**Run 1: met2 routing**

(2 px per um)
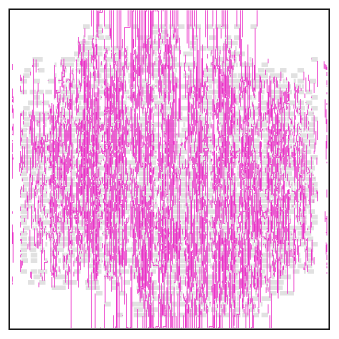
**Run 1: clock wiring as the flow saved it**

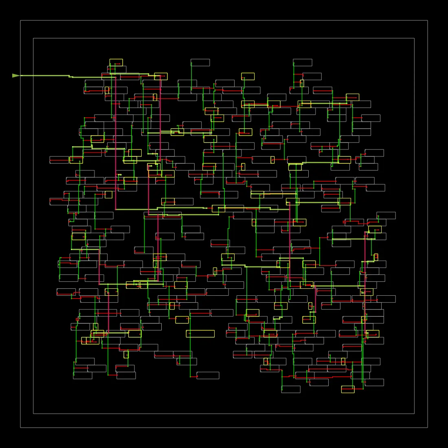
**Run 1: signal wires by layer**

(4 px per um) Only two layers are drawn.
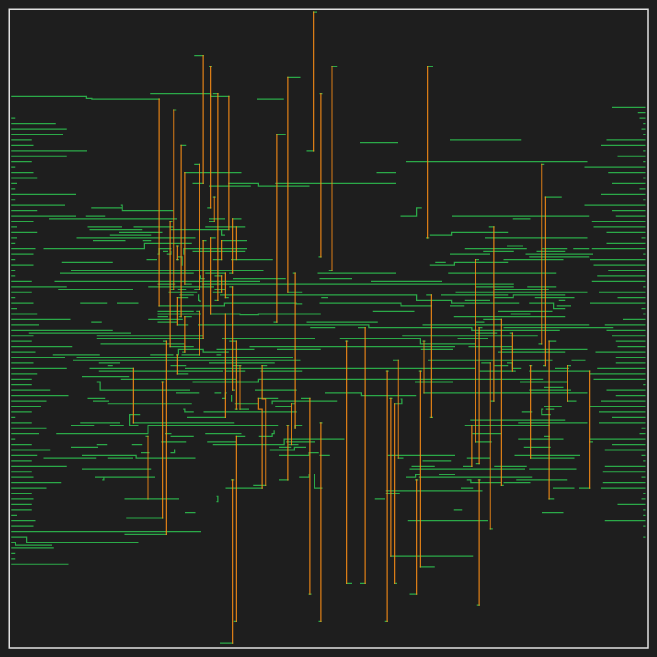
===== src/rtl/output_ser_pkg.sv =====
// Shared sizes and FSM state encodings for the output matrix serializer.
package output_ser_pkg;

    localparam int ELEM_W   = 16;
    localparam int DIM      = 4;
    localparam int NUM_ELEM = DIM * DIM;
    localparam int BEAT_W   = 4;
    localparam int MAT_W    = ELEM_W * NUM_ELEM;

    localparam logic [2:0] S_IDLE = 3'd0;
    localparam logic [2:0] S_REQ  = 3'd1;
    localparam logic [2:0] S_CAP  = 3'd2;
    localparam logic [2:0] S_SEND = 3'd3;
    localparam logic [2:0] S_DONE = 3'd4;

endpackage


===== src/rtl/ser_elem_select.sv =====
// Picks one element of the captured matrix for a given beat.
// Stream order is row-major, or column-major when OUTPUT_SER_COL_MAJOR_EN is defined.
module ser_elem_select #(
    parameter int ELEM_W = 16,
    parameter int DIM    = 4
) (
    input  logic [ELEM_W*DIM*DIM-1:0]   buffer,
    input  logic [$clog2(DIM*DIM)-1:0]  beat,
    output logic [ELEM_W-1:0]           elem
);

    localparam int BW = $clog2(DIM * DIM);

    logic [BW-1:0] idx;

    always_comb begin
`ifdef OUTPUT_SER_COL_MAJOR_EN
        // beat k walks down a column: row k%DIM, col k/DIM
        idx = BW'((int'(beat) % DIM) * DIM + int'(beat) / DIM);
`else
        idx = beat;
`endif
    end

    assign elem = buffer[idx*ELEM_W +: ELEM_W];

endmodule


===== src/rtl/output_serializer.sv =====
// Reads the 4x4 output matrix register once per start and streams its 16 elements
// over valid/ready. Column-major order is selected by OUTPUT_SER_COL_MAJOR_EN.
module output_serializer #(
    parameter int ELEM_W = 16,
    parameter int DIM    = 4
) (
    input  logic                        clk,
    input  logic                        reset,
    input  logic                        start,
    output logic                        mat_read,
    input  logic [ELEM_W*DIM*DIM-1:0]   mat_data,
    output logic [ELEM_W-1:0]           out_data,
    output logic [$clog2(DIM*DIM)-1:0]  out_index,
    output logic                        out_valid,
    input  logic                        out_ready,
    output logic                        out_last,
    output logic                        busy,
    output logic                        done
);

    import output_ser_pkg::*;

    localparam int BW = $clog2(DIM * DIM);
    localparam logic [BW-1:0] LAST_BEAT = BW'(DIM * DIM - 1);

    logic [2:0]                 state;
    logic [BW-1:0]              beat;
    logic [ELEM_W*DIM*DIM-1:0]  buffer;
    logic [ELEM_W-1:0]          elem;

    ser_elem_select #(
        .ELEM_W (ELEM_W),
        .DIM    (DIM)
    ) u_sel (
        .buffer (buffer),
        .beat   (beat),
        .elem   (elem)
    );

    always_ff @(posedge clk) begin
        if (reset) begin
            state  <= S_IDLE;
            beat   <= '0;
            buffer <= '0;
        end else begin
            case (state)
                S_IDLE: if (start) state <= S_REQ;
                S_REQ:  state <= S_CAP;
                S_CAP: begin
                    // the register drives mat_data throughout REQ/CAP; sample once here
                    buffer <= mat_data;
                    beat   <= '0;
                    state  <= S_SEND;
                end
                S_SEND: begin
                    if (out_ready) begin
                        if (beat == LAST_BEAT) state <= S_DONE;
                        else                   beat  <= beat + 1'b1;
                    end
                end
                S_DONE:  state <= S_IDLE;
                default: state <= S_IDLE;
            endcase
        end
    end

    // outputs are gated by state so everything reads zero outside SEND
    assign mat_read  = (state == S_REQ) || (state == S_CAP);
    assign out_valid = (state == S_SEND);
    assign out_data  = out_valid ? elem : '0;
    assign out_index = out_valid ? beat : '0;
    assign out_last  = out_valid && (beat == LAST_BEAT);
    assign busy      = (state != S_IDLE);
    assign done      = (state == S_DONE);

endmodule


===== config.mk =====
export PLATFORM = sky130hd
export DESIGN_NAME = output_serializer
export DESIGN_NICKNAME = d
export VERILOG_FILES = /design/src/rtl/output_ser_pkg.sv /design/src/rtl/ser_elem_select.sv /design/src/rtl/output_serializer.sv
export SDC_FILE = /design/constraint.sdc
export NUM_CORES = 1
export LEC_CHECK = 0
export CAP_MARGIN = 20
export CORE_MARGIN = 5
export CORE_UTILIZATION = 51
export CTS_BUF_LIST = sky130_fd_sc_hd__clkbuf_8
export DETAILED_ROUTE_END_ITERATION = 8
export GPL_ROUTABILITY_DRIVEN = 0
export HOLD_SLACK_MARGIN = 0.02
export PLACE_DENSITY = 0.87
export SLEW_MARGIN = 15
export SYNTH_ARGS = -nofsm -noshare
export SYNTH_HDL_FRONTEND = slang
export SYNTH_HIERARCHICAL = 1
export SYNTH_SLANG_ARGS = --single-unit

===== constraint.sdc =====
create_clock -name clk -period 2.5 [get_ports clk]
set_clock_uncertainty 0.15 [all_clocks]
set_input_delay 0.375 -clock clk [delete_from_list [all_inputs] [get_ports clk]]
set_output_delay 0.375 -clock clk [all_outputs]
set_load 0.05 [all_outputs]

==> design notes, run 1 <==
The run gives 46.3% as the register area share after synthesis. In this run the critical register-to-register path is captured at beat[1]. Setup-violating endpoint count in the final report: 16.

The worst register-to-register path begins at beat[0]. Before antenna repair, the detailed router went through 5 iterations. The clock network power share came out at 37.0%. Counting distinct cell types in the post-synthesis netlist gives 33. The leakage component of the power came out at 5.48 nW. The synthesis report names the predominant flop master as sky130_fd_sc_hd__dfxtp_1.

The layout cell share with drive strength beyond 1 came out at 15.3%. The post-synth count of flops with an enable pin is 0. The transition time recorded at the tightest slew-check pin is 0.614 ns.

In this run switching power makes up 26.7% of total power. For this run the aggregate overflow at the end of global routing stands at 0. The tools report the number of buffers added to fix hold violations after cts as 0. Highest-power group: sequential cells. The stat command in Yosys gives a chip area of 11,400 um^2. For the total setup buffers inserted after CTS, the log shows 14. For this design the total switching power over the nets is 0.00258 W.

After synthesis, the largest area contributor takes up 46.3% of total cell area. The run finished, with violations left. The run gives 0 as the number of antenna violations at the first check in global routing. The logs give 15,700 um^2 for the post-layout instance area and 0 for the tally of max-capacitance violations. The run gives 14,400 um^2 as the cell area after placement.

The checks that failed: negative setup slack. According to the floorplan log, the row count is 54. STA classifies the critical path startpoint as a register. The number of antenna diodes in the final layout is 0.

Looking at the global route congestion table, the highest-usage layer is met2. The worst-case max-slew headroom was logged as 58.9%. The number of vias per cell was 5.86. Per the synthesis report, the dominant area consumer among library cells is sky130_fd_sc_hd__dfxtp_1. Per the Yosys statistics, synthesis produced 1,320 cells. In this run, post-CTS repair resized a total of 56 instances.

The worst hold path terminates at buffer[200]. Ranked by instance count, the synthesized netlist is headed by 530 x sky130_fd_sc_hd__nand2_1, 263 x sky130_fd_sc_hd__dfxtp_1, 258 x sky130_fd_sc_hd__a21oi_1. The maximum fanout count along the critical path is 6, and the met2 wire length is 19.4 mm.

Clock-pin slew was measured on the worst setup and hold paths at 0.06 ns. The sequential power reported by the tool is 0.00460 W. The power report attributes to the combinational group a share of 15.4%. The shortest clock period the worst path allows after layout came out at 3.00 ns. According to the timing report, the critical path is captured at out_data[10].

The detailed router put a total of 13.5 mm of wire on met1. With the register share of total power at 47.6%, the die area is 25,400 um^2. The run gives 1,320 for the number of instances in the synthesized netlist.

On met2, the global router reports a usage of 50.3%. Counting tap cells, the placed design contains a total of 1,810 instances. The final critical-path setup slack was -0.498 ns; the worst path arrival time was 2.47 ns. Highest clock rate: 0.334 GHz. After synthesis the netlist holds a flip-flop and latch count of 263. The flow reports power dissipated in combinational cells as 0.00149 W. The critical path endpoint has a required time of 1.98 ns.

In the post-synthesis netlist, the biggest area contributors are sky130_fd_sc_hd__dfxtp_1 46%, sky130_fd_sc_hd__nand2_1 17%, sky130_fd_sc_hd__a21oi_1 11%. For reference, the post-synthesis area per instance comes to 8.61 um^2. From bottom edge to top edge, the die measures 159 um. Per the post-route antenna check, the number of violating nets is 0. The tally of buffers added on design ports works out to 284. The critical path in this run is classified as register to output port. The most critical setup path has its startpoint at beat[0]. The filler cells instantiated in the layout total 1,528. For this run, the post-layout net count is 1,850. Once iteration 0 of detailed routing completed, the report listed 1,315 DRC markers. The met3 layer usage reported by global route was 9.50%; the count of placed standard cells in the final layout, fillers left out was 1,896. Relative to the synthesized area, the layout overhead comes to 37.9%. The horizontal die dimension reported for this design is 159 um. The post-layout period usage of the worst path is 120%. For the maximum ir drop on the vdd rail, the log shows 418 uV. The worst register-to-register path has a setup slack of 0.38 ns. The maximum root-to-sink buffer count came out at 3. The tools report the total core area as 21,900 um^2.
-- 'met2 routing' (at the start) --
nets with wire on the layer: 1,646
main direction: vertical
share of all routed wire: 49%

-- 'clock wiring as the flow saved it' (at the start) --
FFs & Latches: 263
Num Clock Sinks: 263
final-layout clock buffer total: 50
Inserted Clock Buffers: 41

-- 'signal wires by layer' (at the start) --
legend:
  orange:
    layer: metal 4
    wire_length: 2,130 um
  green:
    layer: metal 3
    wire_length: 4,750 um

[run 1: critical path, cell delays in order, from the launching register on]
cell,delay (ns)
sky130_fd_sc_hd__dfxtp_4,0.39
sky130_fd_sc_hd__buf_12,0.13
sky130_fd_sc_hd__buf_12,0.13
sky130_fd_sc_hd__buf_12,0.10
sky130_fd_sc_hd__buf_4,0.10
sky130_fd_sc_hd__mux4_2,0.51
sky130_fd_sc_hd__a22oi_2,0.14
sky130_fd_sc_hd__nand2_1,0.11
sky130_fd_sc_hd__and2_4,0.17
sky130_fd_sc_hd__buf_12,0.14
[run 1: state kept, by name, indices dropped and copies added (netlist names)]
name,cells
buffer,256
beat,4
state,3
[run 1: cells by family (layout without fill, tap and decap cells)]
kind of cell	Yosys count	in the layout	synth area share (%)
buffers and inverters	112	408	6.26
and+or+nand+nor	577	577	20.1
adders and majority gates	1	1	0.110
muxes	64	64	13.0
AOI/OAI and AO/OA	302	302	14.2
DFF	263	263	46.3
xor gates and xnor gates	1	1	0.0771
[run 1: final cells by class]
type                       count  area, um^2  share of cell area [%]
clock inverter                20         115                   0.734
multi-input combinational    945        5560                    35.5
timing repair buffer         336        3670                    23.4
tap                          280         350                    2.24
inverter                       2        7.51                  0.0479
sequential                   263        5280                    33.7
clock buffer                  50         688                    4.39
[run 1: through the flow]
stage | total power [W] | utilization, % | setup WS (ns) | hold WS [ns]
global route | 0.00999 | 71.6 | -0.554 | 0.249
global placement | 0.00604 | 65.8 | -0.102 | 0.288
detailed placement | 0.00608 | 65.8 | -0.122 | 0.294
floorplan | 0.00542 | - | 0.167 | 0.282
CTS | 0.00957 | 71.1 | -0.475 | 0.221
finish | 0.00967 | 71.6 | -0.498 | 0.230
==> run 2: changes to the inputs <==
--- a/config.mk
+++ b/config.mk
@@ -10,7 +10,6 @@
 export CORE_UTILIZATION = 51
 export CTS_BUF_LIST = sky130_fd_sc_hd__clkbuf_8
 export DETAILED_ROUTE_END_ITERATION = 8
-export GPL_ROUTABILITY_DRIVEN = 0
 export HOLD_SLACK_MARGIN = 0.02
 export PLACE_DENSITY = 0.87
 export SLEW_MARGIN = 15
**Run 2: met2 routing**

(2 px per um)
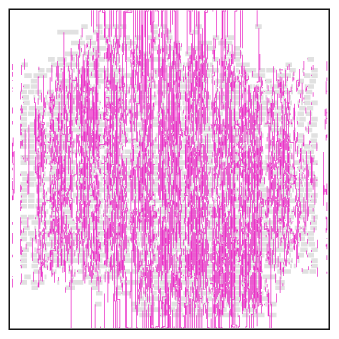
main direction: vertical
nets with wire on the layer: 1,638
share of all routed wire: 49%

==> design notes, run 2 <==
The register-to-register setup slack is 0.25 ns, and the final critical-path setup slack is -0.530 ns. Data on the critical path is required at its endpoint by 1.98 ns. The worst register-to-register path ends at beat[1].

The highest supply drop recorded on VDD is 417 uV. The clock network power share was 37.9%; the highest clock rate was 0.330 GHz. In this run, synthesis inferred 0 flip-flops with an integrated enable. In the final layout, the registers with the most flip-flops are buffer: 256 flops, beat: 4 flops, state: 3 flops. Number of filler instances in the final layout: 1,534. A synthesized cell averages 8.61 um^2. Number of design-rule violations left by the first detailed-router iteration: 1,489. For the worst hold slack across all endpoints, the log shows 0.235 ns. Among all stages on the critical path, the maximum delay recorded is 0.49 ns. Leaving out buffers and inverters, the combinational logic in the layout accounts for 5590 um^2. The number of flip-flops under the largest register name came out at 256. The end of the worst hold path was buffer[51]. Of the available clock period, the critical path in the final layout requires 121%. Number of vias per cell: 5.86. The tools report the met3 layer usage reported by global route as 8.21%. The tools report the number of detailed-route iterations in the first pass as 6. The switching power is 0.00262 W. The synthesis report lists the most area-consuming cells as sky130_fd_sc_hd__dfxtp_1 46%, sky130_fd_sc_hd__nand2_1 17%, sky130_fd_sc_hd__a21oi_1 11%.

In the synthesized netlist, the cells that appear most often are 530 x sky130_fd_sc_hd__nand2_1, 263 x sky130_fd_sc_hd__dfxtp_1, 258 x sky130_fd_sc_hd__a21oi_1. The checks that failed: negative setup slack. No sink is reached through more buffers than the 3 on the longest clock path. The report lists the cells along the critical path as buf_6 > buf_16 > buf_4 > mux4_2 > a22oi_1 > nand2_1 > and2_4 > buf_6.

The area growth from synthesis to layout is 38.6%. Combinational fraction of design power: 15.3%. The count of placed standard cells in the final layout, fillers left out is 1,904, and the area of the synthesized netlist per yosys stat is 11,400 um^2.

Per the post-route antenna check, the number of violating nets is 0. The run finished, with violations left. In the final report, the number of endpoints failing setup comes to 16.

STA classifies the critical path startpoint as a register. The register share of total power was 46.8%; the slew at the pin with the worst max-slew slack was 0.621 ns. The number of buffers and inverters on the critical path is 4. The number of buffers created by CTS is 41.
[run 2: cells by family after synthesis]
| kind of cell | count (synthesis) | share of synthesized area [%] |
|---|---|---|
| AOI/OAI and AO/OA | 302 | 14.2 |
| xor gates and xnor gates | 1 | 0.0771 |
| buffers and inverters | 112 | 6.26 |
| DFF | 263 | 46.3 |
| adders and majority gates | 1 | 0.110 |
| and+or+nand+nor | 577 | 20.1 |
| muxes | 64 | 13.0 |
[run 2: power groups by stage]
stage                     clock network (W)  logic [W]  registers [W]
final                               0.00372    0.00150        0.00460
after global routing                0.00391    0.00161        0.00461
after CTS                           0.00371    0.00145        0.00459
after detailed placement                  0    0.00140        0.00468
after global placement                    0    0.00137        0.00467
after floorplan                           0   0.000821        0.00460
[run 2: timing repair]
| action | in CTS | in global routing |
|---|---|---|
| buffers inserted | 10 | 5 |
| gates resized | 68 | 24 |
| cloned | 3 | 1 |
| endpoints found under the setup margin | 22 | 20 |
| pin swaps | 15 | 12 |
[run 2: cell type report]
class                   count  area share [%]
clock buffers              50            4.37
clock inverters            21           0.897
inverters                   2          0.0476
multi-input cells         945            35.5
flip-flops and latches    263            33.5
well taps                 280            2.22
repair buffers            343            23.5
[run 2: layer usage]
metal | wire [um] | part of all wire, %
met2 | 20000 | 49
met5 | 24 | 0.059
met3 | 4430 | 11
met1 | 14400 | 35
met4 | 1840 | 4.5
[run 2: tightest hold or removal path: stages]
cell and delay, ns:
sky130_fd_sc_hd__clkdlybuf4s50_1 0.40, sky130_fd_sc_hd__nand2_1 0.05, sky130_fd_sc_hd__a21oi_1 0.05
[run 2: through the flow]
stage	power, W	cell area, um^2
after floorplan	0.00542	11400
after global routing	0.0101	15800
after detailed placement	0.00607	14400
after CTS	0.00975	15600
after global placement	0.00604	14400
final	0.00982	15800
Power figures rest on the tool's default switching activity, not on a simulated workload.
